===== src/rtl/vec_fetch_seq.sv =====
// Instruction fetch/decode sequencer for the vector generator: steps the PC through
// vector memory, decodes control-flow opcodes and hands draw words to the drawing engine.
module vec_fetch_seq (
    input  logic        clk,
    input  logic        reset,
    input  logic        go,
    input  logic [15:0] mem_data,
    input  logic        vec_done,
    output logic        pc_rst,
    output logic        latch0,
    output logic        latch2,
    output logic        dmapush,
    output logic        dmaload,
    output logic        load_pc,
    output logic [11:0] count_in,
    output logic        vec_start,
    output logic [15:0] vec_word0,
    output logic [15:0] vec_word1,
    output logic        busy,
    output logic        halted,
    output logic        err
);

    typedef enum logic [3:0] {
        S_IDLE   = 4'd0,
        S_START  = 4'd1,
        S_WAIT0  = 4'd2,
        S_LATCH0 = 4'd3,
        S_WAIT1  = 4'd4,
        S_LATCH2 = 4'd5,
        S_EXEC   = 4'd6,
        S_PUSH   = 4'd7,
        S_LOAD   = 4'd8,
        S_POP    = 4'd9
    } state_t;

    localparam logic [2:0] STACK_FULL = 3'd4;

    state_t      state_q, state_d;
    logic [2:0]  depth_q, depth_d;
    logic        pc_rst_q, pc_rst_d;
    logic        latch0_q, latch0_d;
    logic        latch2_q, latch2_d;
    logic        dmapush_q, dmapush_d;
    logic        dmaload_q, dmaload_d;
    logic        load_pc_q, load_pc_d;
    logic [11:0] count_in_q, count_in_d;
    logic        vec_start_q, vec_start_d;
    logic [15:0] word0_q, word0_d;
    logic [15:0] word1_q, word1_d;
    logic        busy_q, busy_d;
    logic        halted_q, halted_d;
    logic        err_q, err_d;
    logic [3:0]  opcode_s;

    assign opcode_s = mem_data[15:12];

    // Next state plus next outputs; each strobe is raised on the edge that enters its state
    always_comb begin
        state_d     = state_q;
        depth_d     = depth_q;
        pc_rst_d    = 1'b0;
        latch0_d    = 1'b0;
        latch2_d    = 1'b0;
        dmapush_d   = 1'b0;
        dmaload_d   = 1'b0;
        load_pc_d   = 1'b0;
        count_in_d  = count_in_q;
        vec_start_d = 1'b0;
        word0_d     = word0_q;
        word1_d     = word1_q;
        halted_d    = halted_q;
        err_d       = err_q;
        case (state_q)
            S_IDLE: begin
                if (go) begin
                    state_d  = S_START;
                    pc_rst_d = 1'b1;
                    depth_d  = 3'd0;
                    halted_d = 1'b0;
                    err_d    = 1'b0;
                end else begin
                    state_d = S_IDLE;
                end
            end
            S_START: state_d = S_WAIT0;
            S_WAIT0: begin
                state_d  = S_LATCH0;
                latch0_d = 1'b1;
            end
            S_LATCH0: begin
                word0_d = mem_data;
                case (opcode_s)
                    4'hB: begin
                        state_d  = S_IDLE;
                        halted_d = 1'b1;
                    end
                    4'hC: begin
                        // Stack faults are caught here, before any push strobe is issued
                        if (depth_q == STACK_FULL) begin
                            state_d  = S_IDLE;
                            err_d    = 1'b1;
                            halted_d = 1'b1;
                        end else begin
                            state_d   = S_PUSH;
                            dmapush_d = 1'b1;
                        end
                    end
                    4'hD: begin
                        if (depth_q == 3'd0) begin
                            state_d  = S_IDLE;
                            err_d    = 1'b1;
                            halted_d = 1'b1;
                        end else begin
                            state_d   = S_POP;
                            dmaload_d = 1'b1;
                        end
                    end
                    4'hE: begin
                        state_d    = S_LOAD;
                        dmaload_d  = 1'b1;
                        load_pc_d  = 1'b1;
                        count_in_d = mem_data[11:0];
                    end
                    4'hF: begin
                        state_d     = S_EXEC;
                        word1_d     = 16'h0000;
                        vec_start_d = 1'b1;
                    end
                    default: state_d = S_WAIT1;
                endcase
            end
            S_WAIT1: begin
                state_d  = S_LATCH2;
                latch2_d = 1'b1;
            end
            S_LATCH2: begin
                word1_d     = mem_data;
                state_d     = S_EXEC;
                vec_start_d = 1'b1;
            end
            S_EXEC: begin
                if (vec_done) begin
                    state_d = S_WAIT0;
                end else begin
                    state_d = S_EXEC;
                end
            end
            S_PUSH: begin
                depth_d    = depth_q + 3'd1;
                state_d    = S_LOAD;
                dmaload_d  = 1'b1;
                load_pc_d  = 1'b1;
                count_in_d = word0_q[11:0];
            end
            S_LOAD: state_d = S_WAIT0;
            S_POP: begin
                depth_d = depth_q - 3'd1;
                state_d = S_WAIT0;
            end
            default: state_d = S_IDLE;
        endcase
        busy_d = (state_d != S_IDLE);
    end

    // State register and registered outputs
    always_ff @(posedge clk) begin
        if (reset) begin
            state_q     <= S_IDLE;
            depth_q     <= 3'd0;
            pc_rst_q    <= 1'b0;
            latch0_q    <= 1'b0;
            latch2_q    <= 1'b0;
            dmapush_q   <= 1'b0;
            dmaload_q   <= 1'b0;
            load_pc_q   <= 1'b0;
            count_in_q  <= 12'h000;
            vec_start_q <= 1'b0;
            word0_q     <= 16'h0000;
            word1_q     <= 16'h0000;
            busy_q      <= 1'b0;
            halted_q    <= 1'b1;
            err_q       <= 1'b0;
        end else begin
            state_q     <= state_d;
            depth_q     <= depth_d;
            pc_rst_q    <= pc_rst_d;
            latch0_q    <= latch0_d;
            latch2_q    <= latch2_d;
            dmapush_q   <= dmapush_d;
            dmaload_q   <= dmaload_d;
            load_pc_q   <= load_pc_d;
            count_in_q  <= count_in_d;
            vec_start_q <= vec_start_d;
            word0_q     <= word0_d;
            word1_q     <= word1_d;
            busy_q      <= busy_d;
            halted_q    <= halted_d;
            err_q       <= err_d;
        end
    end

    assign pc_rst    = pc_rst_q;
    assign latch0    = latch0_q;
    assign latch2    = latch2_q;
    assign dmapush   = dmapush_q;
    assign dmaload   = dmaload_q;
    assign load_pc   = load_pc_q;
    assign count_in  = count_in_q;
    assign vec_start = vec_start_q;
    assign vec_word0 = word0_q;
    assign vec_word1 = word1_q;
    assign busy      = busy_q;
    assign halted    = halted_q;
    assign err       = err_q;

endmodule


===== config.mk =====
export PLATFORM = sky130hd
export DESIGN_NAME = vec_fetch_seq
export DESIGN_NICKNAME = d
export VERILOG_FILES = /design/src/rtl/vec_fetch_seq.sv
export SDC_FILE = /design/constraint.sdc
export NUM_CORES = 1
export LEC_CHECK = 0
export CORE_MARGIN = 2
export CORE_UTILIZATION = 45
export DETAILED_ROUTE_END_ITERATION = 6
export PLACE_DENSITY = 0.79
export SETUP_SLACK_MARGIN = 0.1
export SLEW_MARGIN = 20
export SYNTH_ARGS = -nofsm -noshare
export SYNTH_HDL_FRONTEND = slang
export SYNTH_SLANG_ARGS = --single-unit

===== constraint.sdc =====
create_clock -name clk -period 3.6 [get_ports clk]
set_clock_uncertainty 0.15 [all_clocks]
set_input_delay 0.36 -clock clk [delete_from_list [all_inputs] [get_ports clk]]
set_output_delay 0.36 -clock clk [all_outputs]
set_load 0.02 [all_outputs]

**Run 1: metal layers overlaid**

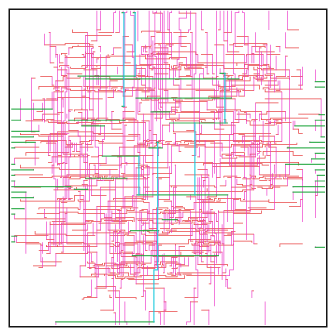
M2: shown in magenta, wire length 2800 um. M4: shown in cyan, wire length 123 um. M3: shown in green, wire length 352 um. M1: shown in red, wire length 2690 um.
GR Util All Layers: 20.76%
detailed-route via count: 2247
final routed wire length divided by cell count: 14.04 um

**Run 1: placement by cell class**

Fill, decap, tap and diode cells in gray.
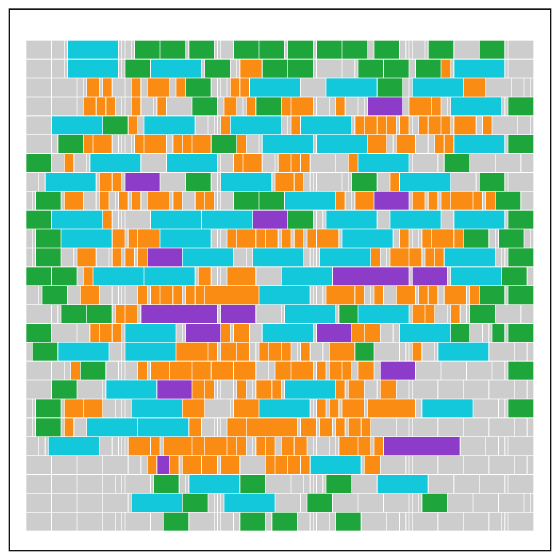
remaining buffers and delay cells: shown in green, cells 76, share of their area 23%. remaining logic cells: shown in orange, cells 203, share of their area 33%. clock drivers and dummy loads: shown in purple, cells 15, share of their area 7.4%. registers: shown in cyan, cells 61, share of their area 37%.
row cnt: 26
fraction of standard cell area that is sequential: 35.84%

**Run 1: placement view**

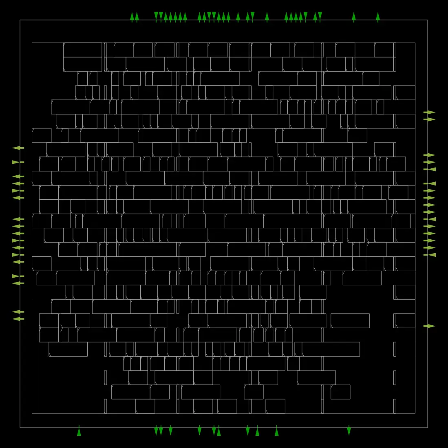
area of the placeable core: 0.005172 mm^2
utilization after layout: 65.87%
# Taps: 70

**Run 1: I/O pins on the die edge**

Pins as bars across the die edge, other pins in gray.
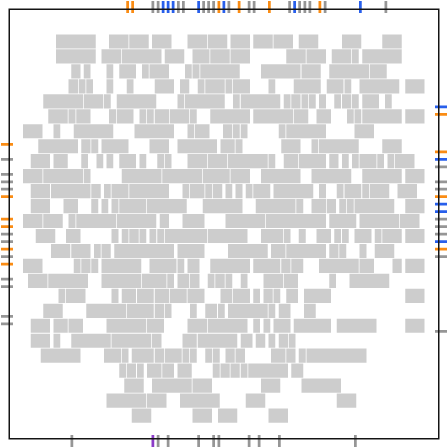
count_in: shown in blue, pins 12, direction output, edge 7 top, 5 right. vec_word0: shown in orange, pins 16, direction output, edge 6 left, 6 top, 4 right. err: shown in purple, pins 1, direction output, edge bottom.

## run 1: registers in the layout, summed over array words and instances, names as in the netlist
register   cells
busy           1
count_in      12
depth_q        3
dmaload        1
dmapush        1
err            1
halted         1
latch0         1
latch2         1
load_pc        1
pc_rst         1
state_q        4
vec_start      1
vec_word0     16
vec_word1     16
## run 1: critical path: stages (launching register included)
cell and delay, ns:
sky130_fd_sc_hd__dfxtp_1 0.46, sky130_fd_sc_hd__nand2b_1 0.20, sky130_fd_sc_hd__nor3b_4 0.71, sky130_fd_sc_hd__a31oi_2 0.34, sky130_fd_sc_hd__a22oi_1 0.29, sky130_fd_sc_hd__nor2_1 0.06
## run 1: synth_stat cells, types with 2 or more instances
cell	instances
sky130_fd_sc_hd__a21oi_1	23
sky130_fd_sc_hd__a22oi_1	16
sky130_fd_sc_hd__a311oi_1	12
sky130_fd_sc_hd__and3_1	2
sky130_fd_sc_hd__and3b_1	2
sky130_fd_sc_hd__buf_2	8
sky130_fd_sc_hd__buf_4	4
sky130_fd_sc_hd__buf_6	2
sky130_fd_sc_hd__clkbuf_1	9
sky130_fd_sc_hd__dfxtp_1	61
sky130_fd_sc_hd__inv_1	3
sky130_fd_sc_hd__nand2_1	62
sky130_fd_sc_hd__nand2b_1	2
sky130_fd_sc_hd__nand3_1	4
sky130_fd_sc_hd__nor2_1	45
sky130_fd_sc_hd__nor4_1	2
sky130_fd_sc_hd__o21ai_0	2
sky130_fd_sc_hd__or2_2	2
## run 1: per-stage QoR
| step | cells | power [mW] | hold WS, ns |
|---|---|---|---|
| final | 425 | 1.581 | 0.2169 |
| after global routing | 425 | 1.636 | 0.2321 |
| after CTS | 425 | 1.591 | 0.2026 |
| after detailed placement | 410 | 0.8463 | 0.3052 |
| after global placement | 410 | 0.8449 | 0.3038 |
| after floorplan | 287 | 0.7865 | 0.3428 |
## run 1: worst paths after layout
path,start,to,depth (start not counted)
max,state_q[2],vec_word1[10],5
min,reset,state_q[0],3
max reg2reg,state_q[2],vec_word1[10],5
min reg2reg,vec_word0[0],vec_word0[0],2
## run 1: cells by family after synthesis
| logic type | count (synthesis) | synth area share, % |
|---|---|---|
| and+or+nand+nor | 131 | 24.25 |
| DFF | 61 | 49.82 |
| adders and majority gates | 1 | 0.8168 |
| xor gates and xnor gates | 1 | 0.3574 |
| AOI/OAI and AO/OA | 64 | 18.12 |
| buffers and inverters | 27 | 5.768 |
| muxes | 2 | 0.8678 |
## run 1: per-layer routing
layer / vias to the layer above / share of wire (%)
li1: 1114 / -
met1: 1049 / 45
met2: 72 / 47
met3: 12 / 5.9
met4: 0 / 2.1
met5: - / 0
## run 1: power by group through the flow
stage / sequential (mW) / clock [mW] / combinational (mW)
6_report: 0.703 / 0.749 / 0.128
5_1_grt: 0.705 / 0.791 / 0.139
4_1_cts: 0.703 / 0.758 / 0.129
3_5_place_dp: 0.719 / 0 / 0.128
3_3_place_gp: 0.718 / 0 / 0.127
2_1_floorplan: 0.726 / 0 / 0.0607
==> metrics.log, run 1 <==
[flow] summary of implementation run
[metrics] proportion of cell area occupied by multi-input gates: a little under a third
[metrics] setup slack, reg-to-reg: 1.24 ns
[metrics] NumNets Final: between 300 and 400
[metrics] portion of synthesized cell area occupied by the leading cell type: approximately half
[metrics] Die ar.: 0.006054 mm^2
[metrics] total standard cell area after synthesis: 0.002451 mm^2
[metrics] number of clock sinks: between 60 and 70
[metrics] nets in the synthesized netlist: between 300 and 400
[metrics] cell type with the largest total area: sky130_fd_sc_hd__dfxtp_1
[metrics] cell types occupying the most area after synthesis: sky130_fd_sc_hd__dfxtp_1 (50%), sky130_fd_sc_hd__nand2_1 (9.5%), sky130_fd_sc_hd__nor2_1 (6.9%)
[metrics] total grt overflow: 0
[metrics] data-path buffer share of cell area in the final layout: a little over a fifth
[metrics] Signal buffers: 76
[metrics] worst endpoint data arrival time: 2.40 ns
[metrics] final-layout clock buffer total: 11
[metrics] count of inverters other than clock inverters in the layout: 4
[metrics] Placer Congestion: between 0.8 and 0.9
[metrics] largest vdd supply drop: about 0.26 mV
[metrics] most frequent cells in the layout: sky130_fd_sc_hd__clkdlybuf4s50_1 (72), sky130_fd_sc_hd__nand2_1 (62), sky130_fd_sc_hd__dfxtp_1 (61)
[metrics] total power density per cell area: between 400 and 500 mW/mm^2
[metrics] combinational gates: a little under 200
[metrics] clock tree from TritonCTS: done
[metrics] Setup Crit Path Kind: flip-flop to flip-flop
[metrics] sequential cell count: just over 60
[metrics] portion of the post-synthesis area used by sequential elements: about half
[metrics] maximum number of pins on one net before global-route repair: 60
[metrics] first-pass GRT wire length: 9949 um
[metrics] post-synthesis average cell area: 8.540 um^2
[metrics] Top FF cell, synth: sky130_fd_sc_hd__dfxtp_1
[metrics] met3 capacity usage during global routing: 4.767%
[metrics] drt first pass iters: 4
[metrics] clock latency of the later-clocked register in the worst-skew pair: between 0.3 and 0.4 ns
[metrics] clock-pin slew reported for the worst setup and hold paths after clock tree synthesis: about 0.070 ns
[metrics] post-CTS setup-driven buffer insertion count: 0
[metrics] IO Port Bufs: 73
[metrics] Yosys chip area: roughly 0.0025 mm^2
[metrics] leakage power figure: approximately 1.2 nW
[metrics] number of global-route vias before repair: between 2000 and 2500
[metrics] Top class by area: sequential cells
[metrics] type of the worst min-delay path: input port to flip-flop
[metrics] flip-flop and latch count after synthesis: approximately 61
[metrics] Register Area: roughly 0.0012 mm^2
[metrics] met1 Usage GRT: 27.33%
[metrics] setup TNS after final layout: 0 ns
[metrics] Cell Int Power: ~1.2 mW
[metrics] DRC errors left: 0
[metrics] largest fanout of any net on the critical path: 17
[metrics] Die Span X: about 80 um
[metrics] fraction of layout cells with a size suffix above 1: between 8 and 9%
[metrics] least setup slack across all paths after layout: approximately 1.2 ns
[metrics] Req. time, crit path: 3.65 ns
[metrics] floorplan utilization: about 47%
[metrics] post-route cell area: about 0.0034 mm^2
[metrics] most instantiated logic cell after routing: sky130_fd_sc_hd__clkdlybuf4s50_1
[metrics] yosys cell count: about 290
[metrics] Final Routed Wirelength: 5968 um
[metrics] Worst Setup Start Kind: flip-flop
[metrics] Layout fillers: 424
[metrics] endpoint class of the critical path: flip-flop
[metrics] max-cap check violation count: 0
[metrics] post-synthesis cell type count: ~44
[metrics] count of tool warnings: 26
[metrics] num ports: approximately 74
[metrics] Syn. warnings: 0
[metrics] CTS-repair resized insts: 0
[metrics] maximum level of the CTS H-tree: 3
[metrics] met2 capacity usage during global routing: 32.16%
[metrics] run status: finished, final reports clean
[metrics] Area after DPL: 0.003161 mm^2
[metrics] async set or reset register ratio after synthesis: 0%
[metrics] Worst Max-Slew Pin Slew: approximately 0.91 ns
[metrics] fraction of power spent switching nets: 21.51%
[metrics] Final setup violation count: 0
[metrics] post-route ant nets: 0
[metrics] sequential share of power: between 40% and 50%
[metrics] pre-CTS worst setup slack: about 1.1 ns
[metrics] root buffer cell: sky130_fd_sc_hd__clkbuf_8
[metrics] most heavily used metal layer in global routing: met2
[metrics] Min Clock Period, post-route: 2.358 ns
[metrics] post-layout period usage of the worst path: 65.51%
[metrics] worst slew margin relative to its limit: approximately 39%
[metrics] clk buf depth: 2
[metrics] Final Hold Violating Endpoints: 0
[metrics] highest clock frequency the design can meet: between 400 and 500 MHz
[metrics] share of total power in the clock network: between 40% and 50%
[metrics] number of instances in the synthesized netlist: around 290
==> run 2: changes to the inputs <==
Settings changed: CORE_UTILIZATION 45 to 42, PLACE_DENSITY 0.79 to 0.78.
Clock period 3.6 ns to 2.1 ns, I/O delays scaled along.
**Run 2: routed clock nets over the placement**

Bar = 20 um.
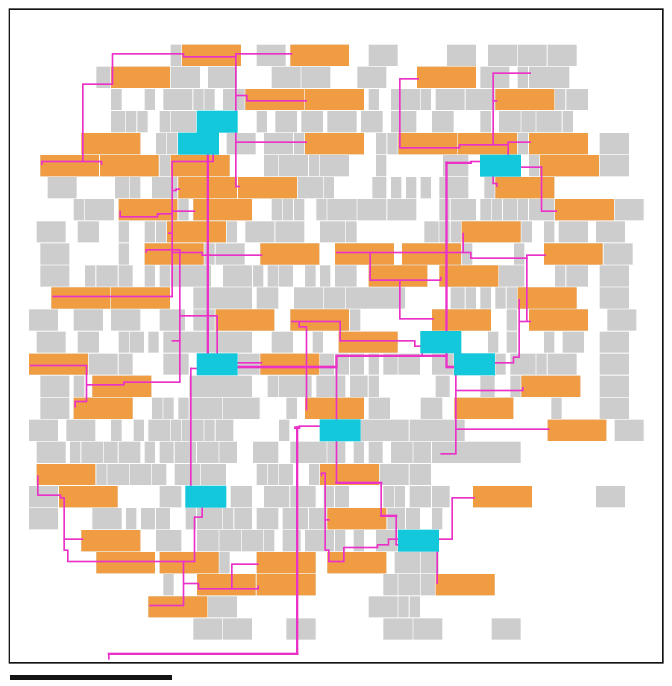
clock wires: shown in magenta, length 729 um. flip-flops: shown in orange, count 61. clock-net drivers: shown in cyan, count 9.
Position of the flops: spread over the die.

**Run 2: I/O pins on the die edge**

Pins as bars across the die edge, other pins in gray.
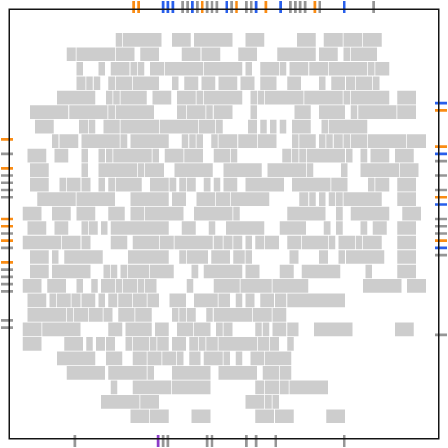
count_in: shown in blue, pins 12, direction output, edge 8 top, 4 right. err: shown in purple, pins 1, direction output, edge bottom. vec_word0: shown in orange, pins 16, direction output, edge 6 left, 6 top, 4 right.
All pins by edge: 29 top, 19 left, 16 right, 10 bottom.

**Run 2: placement by cell class**

Fill, decap, tap and diode cells in gray.
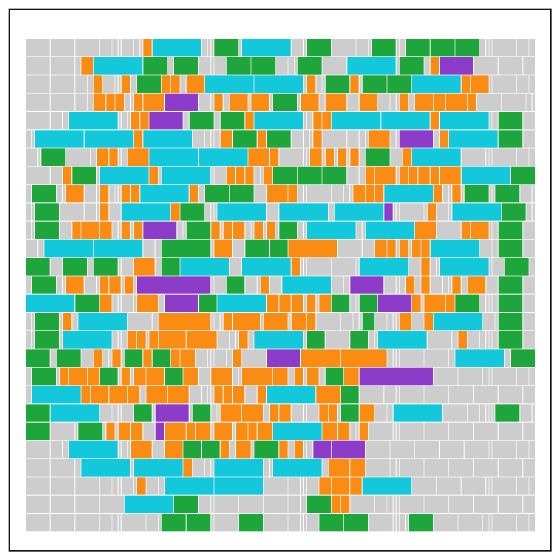
clock drivers and dummy loads: shown in purple, cells 16, share of their area 6.5%. remaining logic cells: shown in orange, cells 203, share of their area 32%. remaining buffers and delay cells: shown in green, cells 95, share of their area 26%. registers: shown in cyan, cells 61, share of their area 35%.

==> metrics.log, run 2 <==
[flow] summary of implementation run
[metrics] Final Hold Violating Endpoints: 0
[metrics] nets in the synthesized netlist: approximately 310
[metrics] run status: finished, final reports clean
[metrics] floorplan utilization: 43.97%
[metrics] Final Routed Wirelength: ~6500 um
[metrics] Worst Max-Slew Pin Slew: between 0.4 and 0.5 ns
[metrics] post-layout period usage of the worst path: 93.45%
[metrics] post-CTS setup-driven buffer insertion count: 0
[metrics] num ports: ~74
[metrics] clk buf depth: 2
[metrics] number of global-route vias before repair: ~2300
[metrics] clock-pin slew reported for the worst setup and hold paths after clock tree synthesis: 0.07 ns
[metrics] row cnt: 27
[metrics] type of the worst min-delay path: flip-flop to flip-flop
[metrics] number of clock sinks: a little over 60
[metrics] Req. time, crit path: 2.15 ns
[metrics] cell types occupying the most area after synthesis: sky130_fd_sc_hd__dfxtp_1 (50%), sky130_fd_sc_hd__nand2_1 (9.5%), sky130_fd_sc_hd__nor2_1 (6.9%)
[metrics] post-synthesis cell type count: 44
[metrics] detailed-route via count: 2346
[metrics] Die Span X: roughly 80 um
[metrics] leakage power figure: ~1.3 nW
[metrics] worst endpoint data arrival time: roughly 2.0 ns
[metrics] Setup Crit Path Kind: flip-flop to flip-flop
[metrics] largest vdd supply drop: ~0.54 mV
[metrics] Placer Congestion: 0.8151
[metrics] total power density per cell area: about 740 mW/mm^2
[metrics] Critical Path, Cell by Cell: nand4bb_2, or4_4, nand2_1, a311oi_1
[metrics] root buffer cell: sky130_fd_sc_hd__clkbuf_8
[metrics] clock tree from TritonCTS: done
[metrics] hold depth: 2
[metrics] IO Port Bufs: 73
[metrics] met3 capacity usage during global routing: roughly 4.7%
[metrics] Yosys chip area: 0.002451 mm^2
[metrics] maximum number of pins on one net before global-route repair: roughly 41
[metrics] largest stage delay on the critical path: 0.67 ns
[metrics] Worst Setup Start Kind: flip-flop
[metrics] setup TNS after final layout: 0 ns
[metrics] yosys cell count: roughly 290
[metrics] flip-flop and latch count after synthesis: a little over 60
[metrics] Synth top cells by count: sky130_fd_sc_hd__nand2_1 (62), sky130_fd_sc_hd__dfxtp_1 (61), sky130_fd_sc_hd__nor2_1 (45), sky130_fd_sc_hd__a21oi_1 (23), sky130_fd_sc_hd__a22oi_1 (16)
[metrics] Min Clock Period, post-route: 1.962 ns
[metrics] NumNets Final: 391
[metrics] portion of the post-synthesis area used by sequential elements: between 40% and 50%
[metrics] post-route cell area: 0.003557 mm^2
[metrics] cell depth of the worst flop-to-flop path: 4
[metrics] max-cap check violation count: 0
[metrics] final routed wire length divided by cell count: 14.60 um
[metrics] highest clock frequency the design can meet: between 500 and 600 MHz
[metrics] final instance count without filler cells: about 450
[metrics] Critical-path top delay cell: sky130_fd_sc_hd__or4_4
[metrics] worst slew margin relative to its limit: 67.05%
[metrics] unrepaired setup endpoints after global routing: true
[metrics] most frequent cells in the layout: sky130_fd_sc_hd__clkdlybuf4s50_1 (72), sky130_fd_sc_hd__nand2_1 (62), sky130_fd_sc_hd__dfxtp_1 (61)
[metrics] number of placed instances with taps included: 430
[metrics] count leader, synth: sky130_fd_sc_hd__nand2_1
[metrics] Top FF cell, synth: sky130_fd_sc_hd__dfxtp_1
[metrics] DRC errors left: 0
[metrics] maximum level of the CTS H-tree: 3
[metrics] clock latency of the later-clocked register in the worst-skew pair: ~0.33 ns
[metrics] 1st-iter DRT viols: approximately 90
[metrics] Area after DPL: about 0.0033 mm^2
[metrics] total grt overflow: 0
[metrics] fraction of layout cells with a size suffix above 1: about an eighth
[metrics] async set or reset register ratio after synthesis: 0%
[metrics] Syn. warnings: 0
[metrics] most instantiated logic cell after routing: sky130_fd_sc_hd__clkdlybuf4s50_1
[metrics] GR Util All Layers: 21.65%
[metrics] portion of synthesized cell area occupied by the leading cell type: 49.82%
[metrics] most heavily used metal layer in global routing: met2
[metrics] count of tool warnings: 27
[metrics] post-route ant nets: 0
[metrics] Die ar.: about 0.0065 mm^2
[metrics] met2 capacity usage during global routing: a little over a third
[metrics] largest fanout of any net on the critical path: 13
[metrics] Final setup violation count: 0
[metrics] number of instances in the synthesized netlist: 287
[metrics] endpoint class of the critical path: flip-flop
==> run 2: cell types whose count changed in the layout (fill, tap and decap cells not counted), sizes merged <==
cell | previous run | this run
dlygate4sd3 | 0 | 1
clkinv | 1 | 0
bufinv | 3 | 2
clkbuf | 11 | 13
clkinvlp | 0 | 1
buf | 4 | 22
==> run 2: layer usage <==
layer,vias up,wire length (um)
met3,14,293
met1,1110,2896
met2,69,3172
met5,-,0
met4,0,165
li1,1153,-
==> run 2: cell families (layout without fill, tap and decap cells) <==
| kind of cell | count (synthesis) | count (layout) | synth area share [%] |
|---|---|---|---|
| muxes | 2 | 2 | 0.8678 |
| buffers and inverters | 27 | 115 | 5.768 |
| xor gates and xnor gates | 1 | 1 | 0.3574 |
| and+or+nand+nor | 131 | 131 | 24.25 |
| DFF | 61 | 61 | 49.82 |
| AOI/OAI and AO/OA | 64 | 64 | 18.12 |
| adders and majority gates | 1 | 1 | 0.8168 |
==> run 2: final timing paths <==
path	slack, ns	start	endpoint
setup / recovery	0.14	state_q[2]	count_in[10]
hold / removal	0.32	vec_word0[5]	vec_word0[5]
setup reg to reg	0.14	state_q[2]	count_in[10]
hold reg to reg	0.32	vec_word0[5]	vec_word0[5]
==> run 2: area by class of cell <==
cell class	count	area [um^2]
fillers	453	2017
flip-flops and latches	61	1221
multi-input cells	199	1099
repair buffers	95	905.9
clock buffers	13	158.9
well taps	72	90.09
clock inverters	3	67.56
inverters	4	15.01
==> run 2: critical path: cells and delay by family, from the launching register on <==
kind | cells | cell delay, ns
flip-flops | 1 | 0.38
AND/OR/NAND/NOR | 3 | 1.20
AND-OR/OR-AND | 1 | 0.11
==> run 2: stage by stage <==
stage	utilization, %	hold WS [ns]	setup WS, ns	total power [mW]
2_1_floorplan	-	0.1928	0.2253	1.348
3_3_place_gp	59.39	0.2983	0.004737	1.467
3_5_place_dp	59.39	0.2947	0.01513	1.470
4_1_cts	63.73	0.3248	0.1237	2.640
5_1_grt	63.82	0.3461	0.06747	2.718
6_report	63.82	0.3240	0.1375	2.621
==> run 2: power breakdown <==
part / internal [mW] / total [mW] / switching, mW
Sequential: 1.18 / 1.20 / 0.0167
Combinational: 0.117 / 0.250 / 0.133
Clock: 0.734 / 1.17 / 0.438
Total: 2.03 / 2.62 / 0.587
==> run 2: repair_timing <==
item,4_1_cts,5_1_grt
hold buffers,1,0
resized,1,1
endpoints found under the hold margin,1,0
pin swaps,0,0
cloned,0,0
setup endpoints to repair,9,14
==> run 3: changes to the inputs <==
Settings changed: CORE_MARGIN 2 to 1.
**Run 3: placement view**

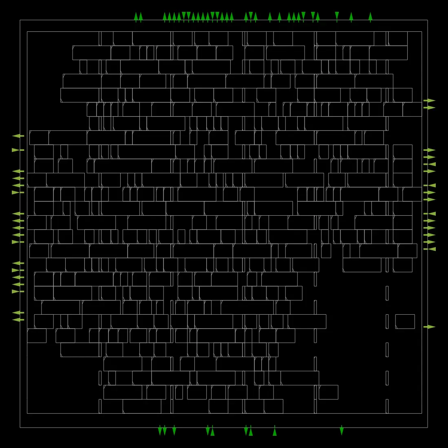
final instance count without filler cells: 447
# Taps: 72

**Run 3: metal layers overlaid**

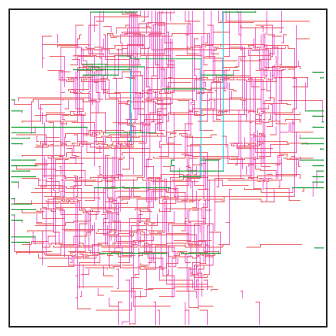
M3: shown in green, wire length 317 um. M2: shown in magenta, wire length 3100 um. M1: shown in red, wire length 2900 um. M4: shown in cyan, wire length 86.4 um.

**Run 3: I/O pins on the die edge**

Pins as bars across the die edge, other pins in gray.
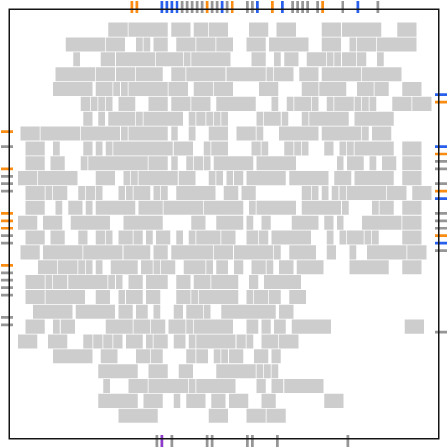
vec_word0: shown in orange, pins 16, direction output, edge 6 left, 6 top, 4 right. err: shown in purple, pins 1, direction output, edge bottom. count_in: shown in blue, pins 12, direction output, edge 8 top, 4 right.
All pins by edge: 31 top, 18 left, 16 right, 9 bottom.

==> metrics.log, run 3 <==
[flow] summary of implementation run
[metrics] count leader, synth: sky130_fd_sc_hd__nand2_1
[metrics] async set or reset register ratio after synthesis: 0%
[metrics] met2 capacity usage during global routing: a little over a third
[metrics] clock tree from TritonCTS: done
[metrics] final routed wire length divided by cell count: roughly 14 um
[metrics] GR Util All Layers: between 20% and 30%
[metrics] endpoint class of the critical path: flip-flop
[metrics] first-pass GRT wire length: between 10000 and 15000 um
[metrics] Min Clock Period, post-route: between 1.5 and 2 ns
[metrics] most heavily used metal layer in global routing: met2
[metrics] highest clock frequency the design can meet: between 500 and 600 MHz
[metrics] Die Span X: just under 80 um
[metrics] unrepaired setup endpoints after global routing: false
[metrics] Placer Congestion: 0.8290
[metrics] worst slew margin relative to its limit: 68.63%
[metrics] detailed-route via count: roughly 2300
[metrics] Final Hold Violating Endpoints: 0
[metrics] nets in the synthesized netlist: approximately 300
[metrics] maximum level of the CTS H-tree: 3
[metrics] portion of synthesized cell area occupied by the leading cell type: 49.82%
[metrics] row cnt: 27
[metrics] post-synthesis cell type count: ~44
[metrics] post-route ant nets: 0
[metrics] Yosys chip area: between 0.002 and 0.0025 mm^2
[metrics] root buffer cell: sky130_fd_sc_hd__clkbuf_8
[metrics] portion of the post-synthesis area used by sequential elements: between 40% and 50%
[metrics] run status: finished, final reports clean
[metrics] Top FF cell, synth: sky130_fd_sc_hd__dfxtp_1
[metrics] Syn. warnings: 0
[metrics] most frequent cells in the layout: sky130_fd_sc_hd__clkdlybuf4s50_1 (72), sky130_fd_sc_hd__nand2_1 (62), sky130_fd_sc_hd__dfxtp_1 (61)
[metrics] leakage power figure: roughly 1.3 nW
[metrics] total grt overflow: 0
[metrics] met1 Usage GRT: between 20 and 30%
[metrics] hold_buf cts: 0
[metrics] drt first pass iters: 4
[metrics] Die ar.: 0.006146 mm^2
[metrics] 1st-iter DRT viols: around 140
[metrics] DRC errors left: 0
[metrics] Layout fillers: about 460
[metrics] worst endpoint data arrival time: ~1.9 ns
[metrics] yosys cell count: 287
[metrics] most instantiated logic cell after routing: sky130_fd_sc_hd__clkdlybuf4s50_1
[metrics] clock latency of the later-clocked register in the worst-skew pair: 0.33 ns
[metrics] post-layout period usage of the worst path: between 80% and 90%
[metrics] flip-flop and latch count after synthesis: roughly 61
[metrics] num ports: ~74
[metrics] Critical-path top delay cell: sky130_fd_sc_hd__or4_4
[metrics] floorplan utilization: a little over two fifths
[metrics] cell types occupying the most area after synthesis: sky130_fd_sc_hd__dfxtp_1 (50%), sky130_fd_sc_hd__nand2_1 (9.5%), sky130_fd_sc_hd__nor2_1 (6.9%)
[metrics] total standard cell area after synthesis: roughly 0.0025 mm^2
[metrics] Setup Crit Path Kind: flip-flop to flip-flop
[metrics] Worst Max-Slew Pin Slew: 0.4587 ns
[metrics] number of instances in the synthesized netlist: about 290
[metrics] Critical Path, Cell by Cell: nand4bb_4, or4_4, nand2_1, a311oi_1
[metrics] total power density per cell area: about 750 mW/mm^2
[metrics] largest stage delay on the critical path: 0.63 ns
[metrics] number of clock sinks: 61
[metrics] largest fanout of any net on the critical path: 13
[metrics] Synth top cells by count: sky130_fd_sc_hd__nand2_1 (62), sky130_fd_sc_hd__dfxtp_1 (61), sky130_fd_sc_hd__nor2_1 (45), sky130_fd_sc_hd__a21oi_1 (23), sky130_fd_sc_hd__a22oi_1 (16)
[metrics] maximum number of pins on one net before global-route repair: 46
[metrics] area of the placeable core: ~0.0056 mm^2
[metrics] Worst Setup Start Kind: flip-flop
[metrics] largest vdd supply drop: roughly 0.50 mV
[metrics] least setup slack across all paths after layout: roughly 0.22 ns
[metrics] Register Area: 0.001221 mm^2
[metrics] Final setup violation count: 0
[metrics] number of global-route vias before repair: ~2200
[metrics] type of the worst min-delay path: input port to flip-flop
[metrics] Req. time, crit path: around 2.2 ns
[metrics] cell type with the largest total area: sky130_fd_sc_hd__dfxtp_1
[metrics] post-synthesis average cell area: 8.540 um^2
[metrics] count of tool warnings: 26
[metrics] met3 capacity usage during global routing: under 10%
[metrics] clock-pin slew reported for the worst setup and hold paths after clock tree synthesis: 0.07 ns
[metrics] fraction of layout cells with a size suffix above 1: roughly 14%
[metrics] clk buf depth: 2
[metrics] IO Port Bufs: about 73
[metrics] pre-CTS worst setup slack: -0.09088 ns
[metrics] Multi-input gate area: roughly 0.0011 mm^2
[metrics] max-cap check violation count: 0
[metrics] NumNets Final: 391
run 3: metrics by stage:
| step | utilization (%) | total power [mW] | TNS (ns) | hold WS, ns | area [um^2] |
|---|---|---|---|---|---|
| after floorplan | - | 1.348 | 0 | 0.1928 | 2451 |
| after global placement | 59.53 | 1.470 | 0 | 0.3064 | 3318 |
| after detailed placement | 59.53 | 1.473 | -0.2196 | 0.3107 | 3318 |
| after CTS | 63.95 | 2.697 | 0 | 0.08245 | 3565 |
| after global routing | 64.24 | 2.784 | 0 | 0.1113 | 3581 |
| final | 64.24 | 2.684 | 0 | 0.09010 | 3581 |
run 3: logic make-up after synthesis:
kind of cell,count (synthesis),synth area share (%)
and+or+nand+nor,131,24.25
AOI/OAI and AO/OA,64,18.12
DFF,61,49.82
buffers and inverters,27,5.768
muxes,2,0.8678
xor gates and xnor gates,1,0.3574
adders and majority gates,1,0.8168
run 3: cell type report:
class	instances	area share, %
Clock buffer	12	4.612
Clock inverter	4	2.131
Inverter	4	0.4193
Multi-Input combinational cell	199	30.99
Sequential cell	61	34.10
Tap cell	72	2.516
Timing Repair Buffer	95	25.23
run 3: power by group:
group | internal, mW | switching (mW)
clock | 0.770 | 0.460
sequential | 1.18 | 0.0173
combinational | 0.119 | 0.135
run 3: what timing repair did:
action / in CTS / in global routing
gates cloned: 0 / 0
gates resized: 1 / 2
buffers inserted: 0 / 0
endpoints found under the setup margin: 1 / 11
hold endpoints to repair: 0 / 0
run 3: worst paths after layout:
path | startpoint | endpoint | slack, ns | depth (start not counted)
max | state_q[2] | count_in[9] | 0.22 | 4
min reg2reg | vec_word0[13] | vec_word0[13] | 0.32 | 2
max reg2reg | state_q[2] | count_in[9] | 0.22 | 4
min | reset | pc_rst | 0.09 | 2
run 3: critical path, delay by kind of cell (launching register included):
family          cells  cell delay, ns
compound gates      1            0.11
flops               1            0.38
simple gates        3            1.11
run 3: layer usage:
layer,vias to the layer above,routed length [um]
met3,8,317
met5,-,0
met4,0,86
met2,62,3100
li1,1150,-
met1,1117,2901
Power and IR drop assume default switching activity.
